### src/rtl/alu_issue_if.sv
// Operation stream between decode, the ALU issue stage and execute.
// Both the decode-side and the ALU-side handshakes live in this bundle.
interface alu_issue_if #(
  parameter int DATA_W = 16,
  parameter int REG_AW = 3
);
  logic              in_valid;
  logic              in_ready;
  logic [DATA_W-1:0] in_a;
  logic [DATA_W-1:0] in_b;
  logic [REG_AW-1:0] in_rs1;
  logic [REG_AW-1:0] in_rs2;
  logic              in_b_is_reg;
  logic [2:0]        in_ctrl;
  logic [REG_AW-1:0] in_rd;

  logic              out_valid;
  logic              out_ready;
  logic [DATA_W-1:0] out_a;
  logic [DATA_W-1:0] out_b;
  logic [2:0]        out_ctrl;
  logic [REG_AW-1:0] out_rd;

  modport slave (
    input  in_valid, in_a, in_b, in_rs1, in_rs2,
    input  in_b_is_reg, in_ctrl, in_rd,
    output in_ready,
    output out_valid, out_a, out_b, out_ctrl, out_rd,
    input  out_ready
  );

  modport master (
    output in_valid, in_a, in_b, in_rs1, in_rs2,
    output in_b_is_reg, in_ctrl, in_rd,
    input  in_ready,
    input  out_valid, out_a, out_b, out_ctrl, out_rd,
    output out_ready
  );
endinterface

### src/rtl/alu_issue_stage.sv
// ALU issue stage: 2-entry skid buffer in front of the ALU with
// writeback forwarding applied at capture and to held entries.
module alu_issue_stage #(
  parameter int DATA_W = 16,
  parameter int REG_AW = 3
) (
  input  logic              clk,
  input  logic              rst_n,
  input  logic              flush,
  input  logic              fwd_valid,
  input  logic [REG_AW-1:0] fwd_rd,
  input  logic [DATA_W-1:0] fwd_data,
  alu_issue_if.slave        bus,
  output logic [1:0]        occupancy
);

  typedef struct packed {
    logic [DATA_W-1:0] a;
    logic [DATA_W-1:0] b;
    logic [REG_AW-1:0] rs1;
    logic [REG_AW-1:0] rs2;
    logic              b_reg;
    logic [2:0]        ctrl;
    logic [REG_AW-1:0] rd;
  } op_t;

  op_t        main_q, main_d;
  op_t        skid_q, skid_d;
  logic       main_v_q, main_v_d;
  logic       skid_v_q, skid_v_d;
  logic [1:0] occ_q, occ_d;
  op_t        inc;
  logic       in_fire;
  logic       out_fire;

  // r0 is hard-wired zero, so a write to it never patches anything
  function automatic op_t fwd(input op_t o);
    op_t  r;
    logic hit;
    r   = o;
    hit = fwd_valid && (fwd_rd != '0);
    if (hit && fwd_rd == o.rs1)
      r.a = fwd_data;
    if (hit && o.b_reg && fwd_rd == o.rs2)
      r.b = fwd_data;
    return r;
  endfunction

  assign in_fire  = bus.in_valid & ~skid_v_q;
  assign out_fire = main_v_q & bus.out_ready;

  always_comb begin
    inc       = '0;
    inc.a     = bus.in_a;
    inc.b     = bus.in_b;
    inc.rs1   = bus.in_rs1;
    inc.rs2   = bus.in_rs2;
    inc.b_reg = bus.in_b_is_reg;
    inc.ctrl  = bus.in_ctrl;
    inc.rd    = bus.in_rd;
    inc       = fwd(inc);
  end

  always_comb begin
    main_d   = fwd(main_q);
    skid_d   = fwd(skid_q);
    main_v_d = main_v_q;
    skid_v_d = skid_v_q;
    if (flush) begin
      main_v_d = 1'b0;
      skid_v_d = 1'b0;
    end else if (!main_v_q || out_fire) begin
      // in_ready is low whenever skid is full, so no input competes here
      if (skid_v_q) begin
        main_d   = fwd(skid_q);
        main_v_d = 1'b1;
        skid_v_d = 1'b0;
      end else begin
        main_v_d = in_fire;
        if (in_fire)
          main_d = inc;
      end
    end else if (in_fire) begin
      skid_d   = inc;
      skid_v_d = 1'b1;
    end
    occ_d = {1'b0, main_v_d} + {1'b0, skid_v_d};
  end

  always_ff @(posedge clk or negedge rst_n) begin
    if (!rst_n) begin
      main_q   <= '0;
      skid_q   <= '0;
      main_v_q <= 1'b0;
      skid_v_q <= 1'b0;
      occ_q    <= 2'd0;
    end else begin
      main_q   <= main_d;
      skid_q   <= skid_d;
      main_v_q <= main_v_d;
      skid_v_q <= skid_v_d;
      occ_q    <= occ_d;
    end
  end

  assign bus.in_ready  = ~skid_v_q;
  assign bus.out_valid = main_v_q;
  assign bus.out_a     = main_q.a;
  assign bus.out_b     = main_q.b;
  assign bus.out_ctrl  = main_q.ctrl;
  assign bus.out_rd    = main_q.rd;
  assign occupancy     = occ_q;

endmodule

### src/flat_wrapper.sv
// flat-port wrapper written by rule: the top's interface ports become plain ports
module alu_issue_stage_flat 
#(
  parameter int DATA_W = 16,
  parameter int REG_AW = 3
)
  (clk, rst_n, flush, fwd_valid, fwd_rd, fwd_data, occupancy, bus_in_valid, bus_in_a, bus_in_b, bus_in_rs1, bus_in_rs2, bus_in_b_is_reg, bus_in_ctrl, bus_in_rd, bus_in_ready, bus_out_valid, bus_out_a, bus_out_b, bus_out_ctrl, bus_out_rd, bus_out_ready);
  alu_issue_if #(.DATA_W(DATA_W), .REG_AW(REG_AW)) bus_i ();
  input  logic clk;
  input  logic rst_n;
  input  logic flush;
  input  logic fwd_valid;
  input  logic [REG_AW-1:0] fwd_rd;
  input  logic [DATA_W-1:0] fwd_data;
  output logic [1:0] occupancy;
  input wire logic [$bits(bus_i.in_valid)-1:0] bus_in_valid;
  input wire logic [$bits(bus_i.in_a)-1:0] bus_in_a;
  input wire logic [$bits(bus_i.in_b)-1:0] bus_in_b;
  input wire logic [$bits(bus_i.in_rs1)-1:0] bus_in_rs1;
  input wire logic [$bits(bus_i.in_rs2)-1:0] bus_in_rs2;
  input wire logic [$bits(bus_i.in_b_is_reg)-1:0] bus_in_b_is_reg;
  input wire logic [$bits(bus_i.in_ctrl)-1:0] bus_in_ctrl;
  input wire logic [$bits(bus_i.in_rd)-1:0] bus_in_rd;
  output wire logic [$bits(bus_i.in_ready)-1:0] bus_in_ready;
  output wire logic [$bits(bus_i.out_valid)-1:0] bus_out_valid;
  output wire logic [$bits(bus_i.out_a)-1:0] bus_out_a;
  output wire logic [$bits(bus_i.out_b)-1:0] bus_out_b;
  output wire logic [$bits(bus_i.out_ctrl)-1:0] bus_out_ctrl;
  output wire logic [$bits(bus_i.out_rd)-1:0] bus_out_rd;
  input wire logic [$bits(bus_i.out_ready)-1:0] bus_out_ready;
  assign bus_i.in_valid = bus_in_valid;
  assign bus_i.in_a = bus_in_a;
  assign bus_i.in_b = bus_in_b;
  assign bus_i.in_rs1 = bus_in_rs1;
  assign bus_i.in_rs2 = bus_in_rs2;
  assign bus_i.in_b_is_reg = bus_in_b_is_reg;
  assign bus_i.in_ctrl = bus_in_ctrl;
  assign bus_i.in_rd = bus_in_rd;
  assign bus_in_ready = bus_i.in_ready;
  assign bus_out_valid = bus_i.out_valid;
  assign bus_out_a = bus_i.out_a;
  assign bus_out_b = bus_i.out_b;
  assign bus_out_ctrl = bus_i.out_ctrl;
  assign bus_out_rd = bus_i.out_rd;
  assign bus_i.out_ready = bus_out_ready;
  alu_issue_stage #(.DATA_W(DATA_W), .REG_AW(REG_AW)) u_core (.clk(clk), .rst_n(rst_n), .flush(flush), .fwd_valid(fwd_valid), .fwd_rd(fwd_rd), .fwd_data(fwd_data), .bus(bus_i), .occupancy(occupancy));
endmodule
### config.mk
export PLATFORM = sky130hd
export DESIGN_NAME = alu_issue_stage_flat
export DESIGN_NICKNAME = d
export VERILOG_FILES = /design/src/rtl/alu_issue_if.sv /design/src/rtl/alu_issue_stage.sv /design/src/flat_wrapper.sv
export SDC_FILE = /design/constraint.sdc
export NUM_CORES = 1
export LEC_CHECK = 0
export ABC_AREA = 0
export CELL_PAD_IN_SITES_DETAIL_PLACEMENT = 1
export CELL_PAD_IN_SITES_GLOBAL_PLACEMENT = 2
export CORE_MARGIN = 2
export CORE_UTILIZATION = 33
export CTS_CLUSTER_SIZE = 20
export DETAILED_ROUTE_END_ITERATION = 8
export PLACE_DENSITY = 0.93
export SETUP_SLACK_MARGIN = 0.15
export SLEW_MARGIN = 20
export SYNTH_ARGS = -nofsm -noshare
export SYNTH_HDL_FRONTEND = slang
export SYNTH_SLANG_ARGS = --single-unit
### constraint.sdc
create_clock -name clk -period 2.8 [get_ports clk]
set_clock_uncertainty 0.15 [all_clocks]
set_input_delay 0.56 -clock clk [delete_from_list [all_inputs] [get_ports clk]]
set_output_delay 0.56 -clock clk [all_outputs]
set_load 0.01 [all_outputs]
### Cell placement, run 1

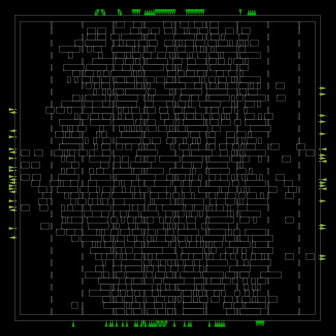
Post-Route Utilization: 42.4%
filler cell count in the final layout: 1920
Site Rows: 48

### Logic cells by family, run 1

Drawn at 3 px/um.
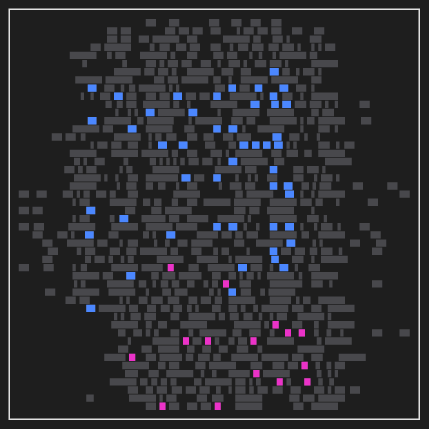
family	color	cells	most used
and/or cells	magenta	15	and3_1
non-inverting ao/oa cells	blue	48	o22a_1

==> deck_impl_summary.md, run 1 <==
Physical Implementation Snapshot

Power and ir drop
  • Internal power consumption: 3400 uW
  • Pwr/cell area: 674 mW/mm^2
  • Worst IR Drop VDD: approximately 0.34 mV
  • Lkg Pwr: 0.00276 uW
  • Net switching power: 1500 uW
  • Proportion of power drawn by the clock network: 27.5%

Timing
  • Setup repair after global routing missed its margin: no
  • Smallest hold slack: approximately 0.084 ns
  • Worst Max-Slew Pin Slew: 0.817 ns
  • Number of pins exceeding their max-slew limit in the final report: 0
  • Final hold vios: 0
  • Period minus WS final: roughly 2.5 ns
  • Maximum clock frequency: 395 MHz

Setup path
  • Slowest CP cell: or3_1
  • Largest stage delay on the critical path: 0.56 ns
  • Worst Path Buf+Inv: 1

Cells and area
  • Most common logic cell in the routed design: clkdlybuf4s50_1
  • Most common logic cells in the final layout: clkdlybuf4s50_1, dfrtp_1, nand2_1

Die
  • Ports placed on the boundary: 112
  • Initial cell density of the core: about a third
  • Core Region: 0.0172 mm^2

Synth
  • Dominant kind of combinational cell: multiplexers
  • Portion of synthesized cell area occupied by the leading cell type: 40.8%

GRT
  • Number of antenna violations at the first check in global routing: 2
  • Aggregate global routing overflow: 0
  • Maximum number of pins on one net before global-route repair: 57
  • Number of global-route vias before repair: roughly 5000

Route
  • Number of remaining DRC errors: 0
  • Total number of vias: 4620
  • Number of vias per cell: 5.27

Outcome
  • Status: complete, no violations

Clock tree
  • Clk buf depth: 2
  • Resized Gates After CTS: 0
### Pin map, run 1

Drawn at 3 px/um. Pins as bars across the die edge, other pins in gray.
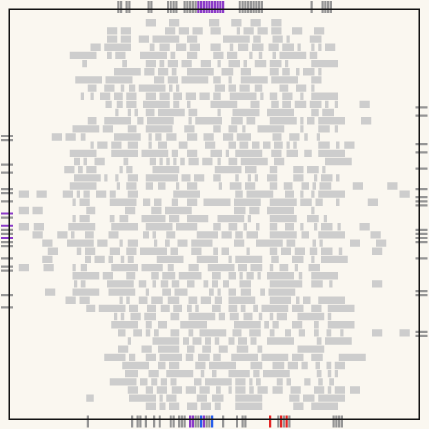
port	color	pins	direction	edge
bus_in_rd	red	3	input	south
occupancy	blue	2	output	south
fwd_data	purple	16	input	10 north, 3 south, 3 west
all pins by edge	39 north, 35 south, 20 west, 18 east

run 1: state kept, by name, summed over array words and instances (netlist names):
name                  flops
u_core.skid_q            45
u_core.bus.out_a         16
u_core.bus.out_b         16
u_core.main_q             7
u_core.bus.out_ctrl       3
u_core.bus.out_rd         3
u_core.occupancy          2
u_core.bus.out_valid      1
u_core.skid_v_q           1
run 1: synthesized netlist by cell type:
library cell	n
nor3_1	5
nand2b_1	3
nand3_1	1
xnor2_1	7
o21a_1	16
a21oi_2	1
nor2_2	1
mux2_2	45
o211ai_1	16
a221oi_1	2
nor2b_1	2
ha_1	1
o21ai_0	24
clkbuf_1	28
buf_4	43
buf_1	6
dfrtp_1	94
or2_2	1
o22a_1	32
o31ai_4	1
nand2_1	77
buf_2	14
nor4_4	1
o22ai_1	16
nor4_1	2
mux2i_4	1
nor2_1	38
buf_6	3
or2_1	1
or3_1	2
inv_1	1
a21oi_1	12
o21bai_1	1
mux2i_1	64
xor2_1	11
nand4_1	2
and3_1	11
o21ai_1	4
run 1: worst paths after layout:
kind	start	endpoint	slack, ns	cells past startpoint
setup reg to reg	u_core.skid_v_q$_DFF_PN0_	u_core.skid_q[40]$_DFF_PN0_	0.60	5
hold / removal	rst_n	u_core.occupancy[0]$_DFF_PN0_	0.08	1
hold reg to reg	u_core.bus.out_ctrl[1]$_DFFE_PN0P_	u_core.bus.out_ctrl[1]$_DFFE_PN0P_	0.34	2
min in group clk	u_core.bus.out_ctrl[1]$_DFFE_PN0P_	u_core.bus.out_ctrl[1]$_DFFE_PN0P_	0.34	2
max in group asynchronous	rst_n	u_core.skid_q[27]$_DFF_PN0_	1.71	2
setup / recovery	bus_out_ready	u_core.skid_q[40]$_DFF_PN0_	0.27	6
run 1: per-layer routing:
metal	vias up	GRT usage [%]	part of all wire [%]
met5	-	0	0
met2	105	33.6	51
met1	2341	23.5	42
met3	22	3.21	4.6
met4	0	6.71	2.1
li1	2152	-	-
run 1: final cells by class:
type | instances | area [um^2] | area share [%]
diodes | 2 | 5.00 | 0.0687
clock buffers | 10 | 239 | 3.28
clock inverters | 5 | 83.8 | 1.15
inverters | 1 | 3.75 | 0.0515
multi-input cells | 401 | 2880 | 39.5
flip-flops and latches | 94 | 2350 | 32.3
well taps | 225 | 282 | 3.86
repair buffers | 139 | 1440 | 19.8
run 1: stage by stage:
| step | util (%) | cells | area (um^2) | power, uW |
|---|---|---|---|---|
| 2_1_floorplan | - | 590 | 5770 | 3030 |
| 3_3_place_gp | 40.5 | 860 | 6960 | 3450 |
| 3_5_place_dp | 40.5 | 860 | 6960 | 3560 |
| 4_1_cts | 42.4 | 875 | 7280 | 4940 |
| 5_1_grt | 42.4 | 877 | 7290 | 5180 |
| 6_report | 42.4 | 877 | 7290 | 4910 |
run 1: power groups by stage:
stage               sequential [uW]  combinational [uW]  clock (uW)
finish                         2040                1520        1350
global route                   2070                1670        1430
CTS                            2030                1540        1380
detailed placement             2040                1520           0
global placement               2010                1440           0
floorplan                      1960                1070           0
run 1: worst register-to-register path: cells and delay by family (launching register included):
kind / cells / cell delay, ns
flops: 1 / 0.37
simple gates: 4 / 1.31
compound gates: 1 / 0.26
### Drive-strength map, run 1

Drawn at 3 px/um.
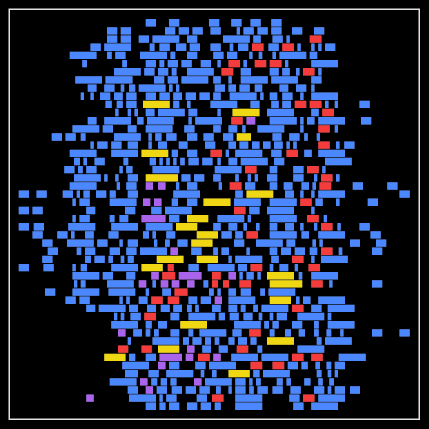

## Run 2: what changed since run 1
CELL_PAD_IN_SITES_DETAIL_PLACEMENT = not set   (was 1)
CELL_PAD_IN_SITES_GLOBAL_PLACEMENT = not set   (was 2)
CORE_UTILIZATION = 40   (was 33)
PLACE_DENSITY = 0.75   (was 0.93)
### Drive-strength map, run 2

Drawn at 4 px/um.
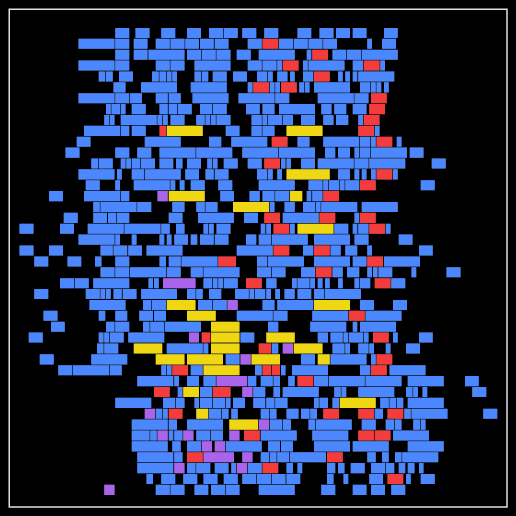
size	color	cells	most used
_0 and _1 cells	blue	551	clkdlybuf4s50_1
_6 and larger	yellow	25	buf_12
_2 cells	red	53	mux2_2
_3 and _4 cells	purple	20	buf_4
min setup slack post-route: 0.290 ns
non-clock buffer count in the final layout: 137
layout overhead on the synthesized area: 24.9%
post-route cell area: 0.00720 mm^2

### Cell placement, run 2

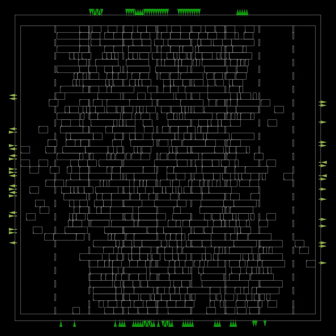
Post-Route Utilization: 51.5%
filler cell count in the final layout: 1217
sequential fraction of total cell area: 32.7%

==> deck_impl_summary.md, run 2 <==
Physical Implementation Snapshot

Cells and area
  • Largest register FFs: 45
  • Register bank with the most flops: u_core.skid_q
  • Most common logic cell in the routed design: clkdlybuf4s50_1
  • Antenna diodes: 0
  • Most common logic cells in the final layout: clkdlybuf4s50_1, dfrtp_1, nand2_1

Synth
  • Portion of synthesized cell area occupied by the leading cell type: 40.8%
  • Post-synth ARST share: 100%
  • Most instantiated cells after synthesis: dfrtp_1, nand2_1, mux2i_1
  • Count of library flops with an enable pin: 0

Timing
  • Final hold vios: 0
  • Maximum clock frequency: 398 MHz
  • Setup repair after global routing missed its margin: no
  • Number of pins exceeding their max-slew limit in the final report: 0
  • Period minus WS final: 2.51 ns

GRT
  • Number of antenna violations at the first check in global routing: 0
  • Number of global-route vias before repair: 4855
  • Aggregate global routing overflow: 0
  • Maximum number of pins on one net before global-route repair: 60

Power and ir drop
  • Lkg Pwr: about 0.0028 uW
  • Pwr/cell area: 666 mW/mm^2
  • Worst IR Drop VDD: 0.319 mV
  • Proportion of power drawn by the clock network: a little over a quarter
  • Internal power consumption: 3310 uW

Route
  • Total number of vias: 4576

Clock tree
  • Clk buf depth: 2

Die
  • Site Rows: between 40 and 50
  • Ports placed on the boundary: 112
  • Core Region: ~0.014 mm^2

Outcome
  • Status: complete, no violations

Setup path
  • Slowest CP cell: clkdlybuf4s50_1
  • Worst Path Buf+Inv: 2
==> run 2: worst paths after layout <==
check / from / endpoint / cells after the start
setup / recovery: fwd_rd[0] / u_core.bus.out_b[0]$_DFF_PN0_ / 6
hold / removal: rst_n / u_core.occupancy[1]$_DFF_PN0_ / 1
setup reg to reg: u_core.skid_v_q$_DFF_PN0_ / u_core.skid_q[26]$_DFF_PN0_ / 4
hold reg to reg: u_core.bus.out_rd[0]$_DFFE_PN0P_ / u_core.bus.out_rd[0]$_DFFE_PN0P_ / 2
max in group asynchronous: rst_n / u_core.skid_q[20]$_DFF_PN0_ / 2
min in group clk: u_core.bus.out_rd[0]$_DFFE_PN0P_ / u_core.bus.out_rd[0]$_DFFE_PN0P_ / 2
==> run 2: power by group through the flow <==
stage | Clock, uW | Combinational, uW | Sequential (uW)
after floorplan | 0 | 1070 | 1960
after global placement | 0 | 1430 | 2000
after detailed placement | 0 | 1490 | 2030
after CTS | 1300 | 1510 | 2010
after global routing | 1350 | 1650 | 2060
final | 1270 | 1510 | 2010
==> run 2: layer usage <==
layer / share of wire [%] / GRT usage [%] / vias to the layer above
met5: 0 / 0 / -
met4: 2.4 / 8.43 / 0
met3: 5.0 / 3.66 / 28
met2: 50 / 35.4 / 147
met1: 42 / 27.1 / 2255
li1: - / - / 2146
==> run 2: cell type report <==
type | instances | area (um^2) | area share [%]
inverters | 1 | 3.75 | 0.0521
multi-input cells | 401 | 2870 | 39.9
well taps | 180 | 225 | 3.13
clock buffers | 9 | 225 | 3.13
clock inverters | 7 | 80.1 | 1.11
flip-flops and latches | 94 | 2350 | 32.7
repair buffers | 137 | 1440 | 20.0
==> run 2: cells by family (layout without fill, tap and decap cells) <==
family,count (synthesis),count (layout),synth area share [%]
mux,110,110,20.3
simple gates,147,147,11.1
xor+xnor,18,18,2.73
compound gates,125,125,15.2
flops,94,94,40.8
fa+ha+maj,1,1,0.217
buf+inv,95,154,9.68
==> run 2: timing repair <==
item | in CTS | in global routing
setup endpoints to repair | 0 | 5
hold endpoints to repair | 0 | 0
hold buffers | 0 | 0
resized | 0 | 1
setup buffers | 0 | 0
==> run 2: per-stage QoR <==
stage,instance area [um^2],std cells
detailed placement,6900,813
global placement,6900,813
floorplan,5770,590
CTS,7200,829
global route,7200,829
finish,7200,829
### Pin map, run 2

Drawn at 4 px/um. Pins as bars across the die edge, other pins in gray.
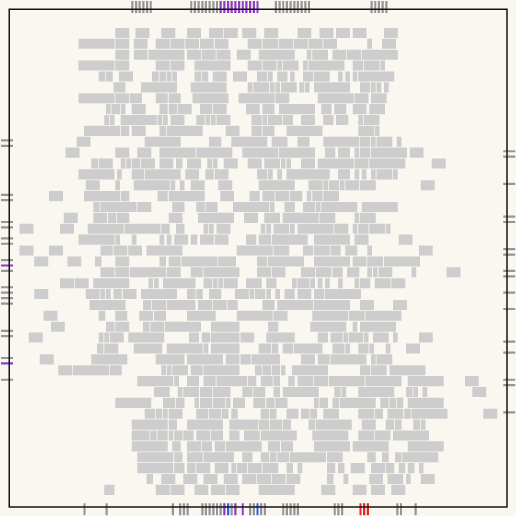

## Run 3: what changed since run 2
PLACE_DENSITY = 0.78   (was 0.75)
clock period = 2.1 ns   (was 2.8 ns; I/O delays follow)
### Pin map, run 3

Drawn at 4 px/um. Pins as bars across the die edge, other pins in gray.
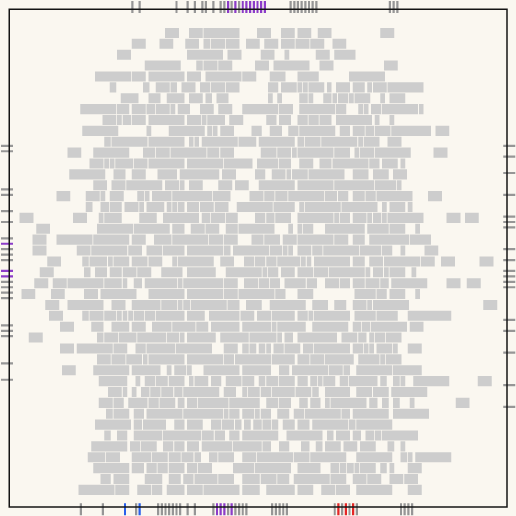
port	color	pins	direction	edge
bus_in_rd	red	3	input	south
fwd_data	purple	16	input	9 north, 4 south, 3 west
occupancy	blue	2	output	south

==> deck_impl_summary.md, run 3 <==
Physical Implementation Snapshot

Power and ir drop
  • Pwr/cell area: just over 800 mW/mm^2
  • Lkg Pwr: 0.00346 uW
  • Worst IR Drop VDD: 0.399 mV

Timing
  • Worst Max-Slew Pin Slew: 0.528 ns
  • Smallest hold slack: approximately 0.23 ns
  • Maximum clock frequency: just under 500 MHz
  • Min setup slack post-route: between 0.07 and 0.08 ns
  • Setup repair after global routing missed its margin: yes
  • Final hold vios: 0

Synth
  • Count leader, synth: dfrtp_1
  • Main flop type after synthesis: dfrtp_1
  • Portion of synthesized cell area occupied by the leading cell type: 40.8%
  • Post-synth ARST share: 100%
  • Count of library flops with an enable pin: 0

Cells and area
  • Largest register FFs: 45
  • Filler cell count in the final layout: 1046
  • Most common logic cells in the final layout: clkdlybuf4s50_1, dfrtp_1, mux2i_1
  • Layout overhead on the synthesized area: 47.5%
  • Post-Route Utilization: 60.8%

Die
  • Core Region: 0.0140 mm^2
  • Initial cell density of the core: a little over 40%
  • Ports placed on the boundary: roughly 110

Setup path
  • Critical path capture point: u_core.bus.out_a[3]$_DFF_PN0_
  • Reg2Reg Capture Point: u_core.skid_q[13]$_DFF_PN0_
  • CP Launch Point: fwd_rd[1]
  • Cells on worst reg2reg path: 7

Route
  • Number of remaining DRC errors: 0
  • Total number of vias: 5227

GRT
  • Number of antenna violations at the first check in global routing: 2
  • Maximum number of pins on one net before global-route repair: roughly 50

Outcome
  • Status: complete, no violations
### Logic cells by family, run 3

Drawn at 4 px/um.
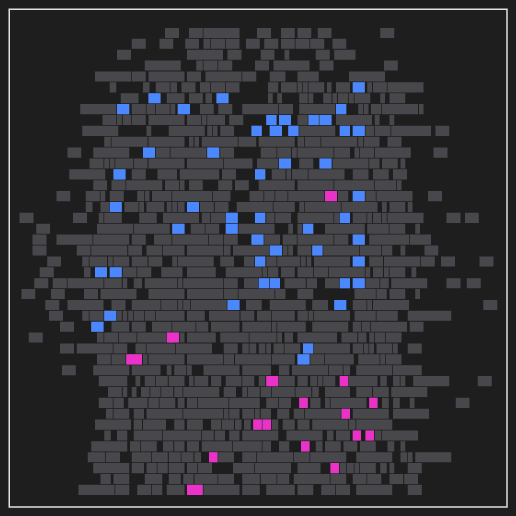
family	color	cells	most used
and/or cells	magenta	16	and3_1
non-inverting ao/oa cells	blue	48	o22a_1

==> run 3: area by class of cell <==
type / instances / area, um^2 / share of cell area [%]
multi-input combinational: 402 / 3300 / 38.8
timing repair buffer: 197 / 2310 / 27.2
inverter: 1 / 3.75 / 0.0441
tap: 180 / 225 / 2.65
antenna: 2 / 5.00 / 0.0588
sequential: 94 / 2350 / 27.7
clock buffer: 11 / 253 / 2.97
clock inverter: 5 / 57.6 / 0.677
==> run 3: cell families (layout without fill, tap and decap cells) <==
group	count (synthesis)	in the layout	share of synthesized area, %
flops	94	94	40.8
compound gates	125	125	15.2
fa+ha+maj	1	1	0.217
mux	110	110	20.3
buf+inv	95	214	9.68
simple gates	147	148	11.1
xor+xnor	18	18	2.73
other cells	0	2	0
==> run 3: timing repair <==
action	in CTS	in global routing
buffers inserted	17	5
endpoints found under the setup margin	88	66
cloned	9	7
resized	73	80
pin swaps	9	44
hold buffers	1	0
endpoints found under the hold margin	31	0
==> run 3: per-stage QoR <==
stage	instance area [um^2]	total power, uW
detailed placement	7130	4750
global placement	7130	4630
CTS	8050	6660
floorplan	5860	4070
global route	8510	7250
finish	8510	6970
==> run 3: per-layer routing <==
layer,vias up,track usage [%],part of all wire (%)
met3,63,4.30,6.8
met5,-,0,0
met4,0,9.48,4.0
met1,2595,29.6,39
met2,281,40.6,50
li1,2288,-,-
==> run 3: power breakdown <==
group | internal, uW | leakage (uW) | switching, uW
Sequential | 2360 | 0.00112 | 408
Clock | 990 | 0.000155 | 729
Combinational | 1380 | 0.00219 | 1100
==> run 3: worst min path at each step <==
stage                                       start                                 end  slack (ns)  depth (start not counted)
4_1_cts        u_core.bus.out_ctrl[0]$_DFFE_PN0P_  u_core.bus.out_ctrl[0]$_DFFE_PN0P_        0.34                          2
6_report                            bus_in_rs1[0]       u_core.skid_q[10]$_DFFE_PN0P_        0.23                          2
5_1_grt                             bus_in_rs1[0]       u_core.skid_q[10]$_DFFE_PN0P_        0.24                          2
3_5_place_dp                                rst_n       u_core.occupancy[0]$_DFF_PN0_        0.26                          1
3_3_place_gp                                rst_n       u_core.occupancy[1]$_DFF_PN0_        0.25                          1
2_1_floorplan                               rst_n       u_core.bus.out_a[0]$_DFF_PN0_       -0.03                          0
==> run 3: worst max-delay path: stages <==
cell and delay (ns):
buf_6 0.07, buf_6 0.10, o31ai_4 0.06, buf_12 0.13, buf_8 0.12, buf_6 0.12
nor4_4 0.47, buf_12 0.21, mux2i_1 0.26, o21ai_1 0.10
Power is estimated from default activity; no workload was simulated.
